**The metal 1 layer**

Supply wires on this layer in gray.
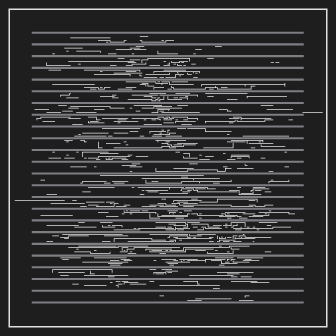
**Met2 routing**

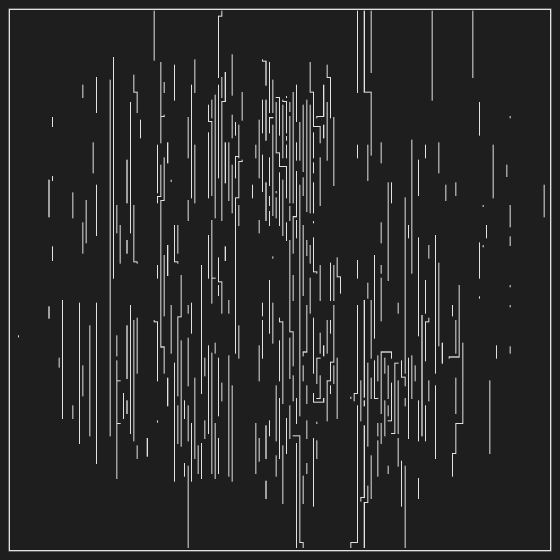
**src/rtl/bird_draw_engine.sv**
```systemverilog
// Bird sprite repaint engine: erases the sprite at the previous row, redraws it at the new row,
// and emits one pixel per clock to the VGA adapter. Optional macro: SKIP_UNCHANGED_EN.
module bird_draw_engine #(
  parameter logic [7:0] BIRD_X      = 8'd20,
  parameter int         BIRD_W      = 4,
  parameter int         BIRD_H      = 4,
  parameter logic [2:0] BG_COLOUR   = 3'b111,
  parameter logic [2:0] BIRD_COLOUR = 3'b110,
  parameter logic [6:0] Y_MAX       = 7'd119
) (
  input  logic       clk,
  input  logic       reset,
  input  logic       start,
  input  logic [7:0] bird_y,
  output logic [7:0] x_out,
  output logic [6:0] y_out,
  output logic [2:0] colour,
  output logic       plot,
  output logic       busy,
  output logic       done
);

  typedef enum logic [1:0] {IDLE, ERASE, DRAW, DONE} state_t;

  localparam logic [3:0] COL_LAST = 4'(BIRD_W - 1);
  localparam logic [3:0] ROW_LAST = 4'(BIRD_H - 1);
  localparam logic [7:0] START_Y  = 8'd60;

  state_t     state, state_nxt;
  logic [3:0] col, row, col_nxt, row_nxt;
  logic [7:0] old_y, new_y;
  logic [7:0] base_y, pix_y;
  logic       sweeping, last_pix, accept;

  assign sweeping = (state == ERASE) || (state == DRAW);
  assign last_pix = (col == COL_LAST) && (row == ROW_LAST);
  // done is registered, so the visible done cycle already sits in IDLE; hold off
  // a start there so the completion cycle ignores start as a whole.
  assign accept   = (state == IDLE) && start && !done;
  assign base_y   = (state == ERASE) ? old_y : new_y;
  assign pix_y    = base_y + {4'd0, row};

  always_comb begin
    state_nxt = state;
    col_nxt   = col;
    row_nxt   = row;
    case (state)
      IDLE: begin
        if (accept) begin
          col_nxt = 4'd0;
          row_nxt = 4'd0;
`ifdef SKIP_UNCHANGED_EN
          state_nxt = (bird_y == old_y) ? DONE : ERASE;
`else
          state_nxt = ERASE;
`endif
        end
      end
      ERASE, DRAW: begin
        if (col == COL_LAST) begin
          col_nxt = 4'd0;
          row_nxt = row + 4'd1;
        end else begin
          col_nxt = col + 4'd1;
        end
        if (last_pix) begin
          row_nxt   = 4'd0;
          state_nxt = (state == ERASE) ? DRAW : DONE;
        end
      end
      DONE:    state_nxt = IDLE;
      default: state_nxt = IDLE;
    endcase
  end

  always_ff @(posedge clk or posedge reset) begin
    if (reset) begin
      state  <= IDLE;
      col    <= 4'd0;
      row    <= 4'd0;
      old_y  <= START_Y;
      new_y  <= 8'd0;
      x_out  <= 8'd0;
      y_out  <= 7'd0;
      colour <= 3'd0;
      plot   <= 1'b0;
      busy   <= 1'b0;
      done   <= 1'b0;
    end else begin
      state <= state_nxt;
      col   <= col_nxt;
      row   <= row_nxt;
      if (accept)
        new_y <= bird_y;
      if (state == DONE)
        old_y <= new_y;
      busy <= sweeping;
      done <= (state == DONE);
      // Off-screen rows still take their cycle; only the write enable is dropped.
      plot <= sweeping && (pix_y <= {1'b0, Y_MAX});
      if (sweeping) begin
        x_out  <= BIRD_X + {4'd0, col};
        y_out  <= pix_y[6:0];
        colour <= (state == ERASE) ? BG_COLOUR : BIRD_COLOUR;
      end
    end
  end

endmodule

```
**config.mk**
```make
export PLATFORM = sky130hd
export DESIGN_NAME = bird_draw_engine
export DESIGN_NICKNAME = d
export VERILOG_FILES = /design/src/rtl/bird_draw_engine.sv
export SDC_FILE = /design/constraint.sdc
export NUM_CORES = 1
export LEC_CHECK = 0
export CAP_MARGIN = 20
export CORE_MARGIN = 5
export CORE_UTILIZATION = 55
export CTS_BUF_LIST = sky130_fd_sc_hd__clkbuf_8
export CTS_CLUSTER_DIAMETER = 30
export DETAILED_ROUTE_END_ITERATION = 10
export PLACE_DENSITY = 0.8
export SLEW_MARGIN = 20
export SYNTH_ARGS = -nofsm -noshare
export SYNTH_HDL_FRONTEND = slang
export SYNTH_SLANG_ARGS = --single-unit
```
**constraint.sdc**
```tcl
create_clock -name clk -period 3.75 [get_ports clk]
set_clock_uncertainty 0.1 [all_clocks]
set_input_delay 1.125 -clock clk [delete_from_list [all_inputs] [get_ports clk]]
set_output_delay 1.125 -clock clk [all_outputs]
set_load 0.01 [all_outputs]
```
==> impl_metrics.toml <==
# generated from flow reports
[clocking]
clk_latency_ns = 0.29
ctsHtreeMaxLevel = 2
post_cts_resized = 0
cts_hold_repair.buffers = 0
cts-root-buf = "sky130_fd_sc_hd__clkbuf_8"
worst_setup_hold_path_clk_slew_ns = 0.08
clock_sink_count = 44

[final_layout]
fillerInstances = 311
number_of_diodes = 0
mostFrequentLayoutCell = "sky130_fd_sc_hd__dfrtp_1"
synthToLayoutAreaGrowth_pct = 18.59

[place]
port_buffers = 29
dp_hpwl_mm = 3.031

[min_path]
hold_depth = 1
worstHoldEndpoint = "colour[1]"
hold_path.class = "flop to flop"
worst_hold_startpoint = "colour[1]"

[final_timing]
slew_violations = 0
timing_hold_violations_final = 0
report.final.setup_viol = 0
timing.max_slew.rel_slack_pct = 63.94
rsz_0062_raised_after_global_routing = "false"
period_minus_slack_ns = 3.124

[detailed_routing]
top_layer_used = "met4"
ant_nets = 0
drt_first_pass_iters = 4
average_routed_wire_per_standard_cell_um = 15.56
dr_wl_met3_um = 199
totalWireLength_mm = 4.092
route.met2.wl_mm = 2.042

[power]
p_leak_nw = 1.164
vdd_drop_max_mv = 0.2780
power.density_cell_area_nw_per_um2 = 303.9

[yosys]
synth_chip_area_um2 = 2201
top_cells_by_area = "sky130_fd_sc_hd__dfrtp_1 45%, sky130_fd_sc_hd__mux2_2 15%, sky130_fd_sc_hd__ha_1 6.8%"
ys_cells = 182
edf_count = 0
post_synthesis_mean_instance_area_um2 = 12.09
yosys_warnings = 0
syn-cell-area_um2 = 2201
ys_async_sr_fraction_pct = 100.0
yosysTopAreaCellShare_pct = 45.48
synth_seq_share_pct = 50.26
syn-instance-count = 182
synth_flops = 44
ff_type = "sky130_fd_sc_hd__dfrtp_1"
post_synth_num_cell_types = 42

[global_route]
track_usage_pct = 17.04
antenna_found_initial = 0
overflow = 0
first_pass_grt_wire_length_mm = 7.093

[die]
coreArea_um2 = 3943
die_width_um = 73.26
core.rowCount = 23
dieArea_um2 = 5366

[setup_path]
worstSetupPathDepth = 9
worst-r2r-cell-count = 9
crit-reg2reg-launch = "state[1]"
worst_r2r_endpoint = "plot"
crit_end = "plot"
critPathLaunchType = "flop"
worst-r2r-setup-slack_ns = 0.63

[job]
warning_count = 30

[outcome]
run_status = "completed"
-- 'the metal 1 layer' (at the start) --
The longest straight run is 23.9 um. The wires run mostly horizontal. The layer holds 44% of the routed length. 207 nets have wire on it. The layer carries 1790 um of wire.

-- 'met2 routing' (at the start) --
The longest straight run is 48.3 um. The layer carries 2040 um of wire. 205 nets have wire on it. The layer holds 50% of the routed length.

sequential cells by signal, indices dropped and copies added, names as in the netlist:
register,flops
plot,1
x_out,6
colour,2
new_y,8
old_y,8
state,2
col,4
y_out,7
busy,1
row,4
done,1
metrics by stage:
stage                     setup slack (ns)  area [um^2]  util [%]  std cells  total power [mW]
after floorplan                      1.116         2205         -        183            0.4941
after global placement              0.8118         2520     63.92        255            0.5057
after detailed placement            0.6518         2520     63.92        255            0.5066
after CTS                           0.6352         2610     66.20        263            0.8024
after global routing                0.5271         2610     66.20        263            0.8259
final                               0.6258         2610     66.20        263            0.7931
Yosys cell counts (2+ instances only):
master and n:
sky130_fd_sc_hd__a211oi_1 2, sky130_fd_sc_hd__a21o_1 3, sky130_fd_sc_hd__a21oi_1 10, sky130_fd_sc_hd__and3_1 2, sky130_fd_sc_hd__buf_4 3, sky130_fd_sc_hd__clkbuf_1 4
sky130_fd_sc_hd__dfrtp_1 40, sky130_fd_sc_hd__dfstp_2 4, sky130_fd_sc_hd__ha_1 12, sky130_fd_sc_hd__inv_1 7, sky130_fd_sc_hd__mux2_2 29, sky130_fd_sc_hd__mux2i_1 5
sky130_fd_sc_hd__mux2i_2 2, sky130_fd_sc_hd__nand2_1 10, sky130_fd_sc_hd__nand2b_1 3, sky130_fd_sc_hd__nand3_1 4, sky130_fd_sc_hd__nor2_1 3, sky130_fd_sc_hd__nor3_1 2
sky130_fd_sc_hd__nor3b_1 2, sky130_fd_sc_hd__o21ai_0 6, sky130_fd_sc_hd__o31ai_1 4, sky130_fd_sc_hd__or2_2 2, sky130_fd_sc_hd__or3_1 2, sky130_fd_sc_hd__xnor2_1 3
cell type report:
class / count / area [um^2] / area share, %
inverter: 7 / 26.28 / 1.007
multi-input combinational: 123 / 1020 / 39.07
timing repair buffer: 31 / 305.3 / 11.70
sequential: 44 / 1106 / 42.38
clock buffer: 6 / 82.58 / 3.164
clock inverter: 2 / 7.507 / 0.2876
tap: 50 / 62.56 / 2.397
logic make-up after synthesis:
kind of cell,synth area share [%]
AOI/OAI and AO/OA,11.31
xor gates and xnor gates,1.194
adders and majority gates,7.732
buffers and inverters,3.581
DFF,50.26
muxes,18.36
other,0.1704
and+or+nand+nor,7.391
routing by layer:
| layer | global-route usage (%) | up-vias |
|---|---|---|
| met3 | 4.514 | 9 |
| met5 | 0 | - |
| met2 | 28.40 | 43 |
| met4 | 5.328 | 0 |
| li1 | - | 708 |
| met1 | 21.58 | 727 |
power by group:
part	internal, mW	switching (mW)
logic	0.0102	0.0120
registers	0.474	0
clock network	0.145	0.152
total	0.629	0.164
worst register-to-register path: stages, from the launching register on:
cell and delay (ns):
sky130_fd_sc_hd__dfrtp_1 0.41, sky130_fd_sc_hd__inv_1 0.10, sky130_fd_sc_hd__ha_1 0.47, sky130_fd_sc_hd__mux2_2 0.39
sky130_fd_sc_hd__ha_1 0.21, sky130_fd_sc_hd__fa_1 0.43, sky130_fd_sc_hd__a21o_1 0.20, sky130_fd_sc_hd__a2111oi_0 0.49
sky130_fd_sc_hd__a21o_1 0.13, sky130_fd_sc_hd__a221oi_1 0.06
Power and IR drop assume default switching activity.
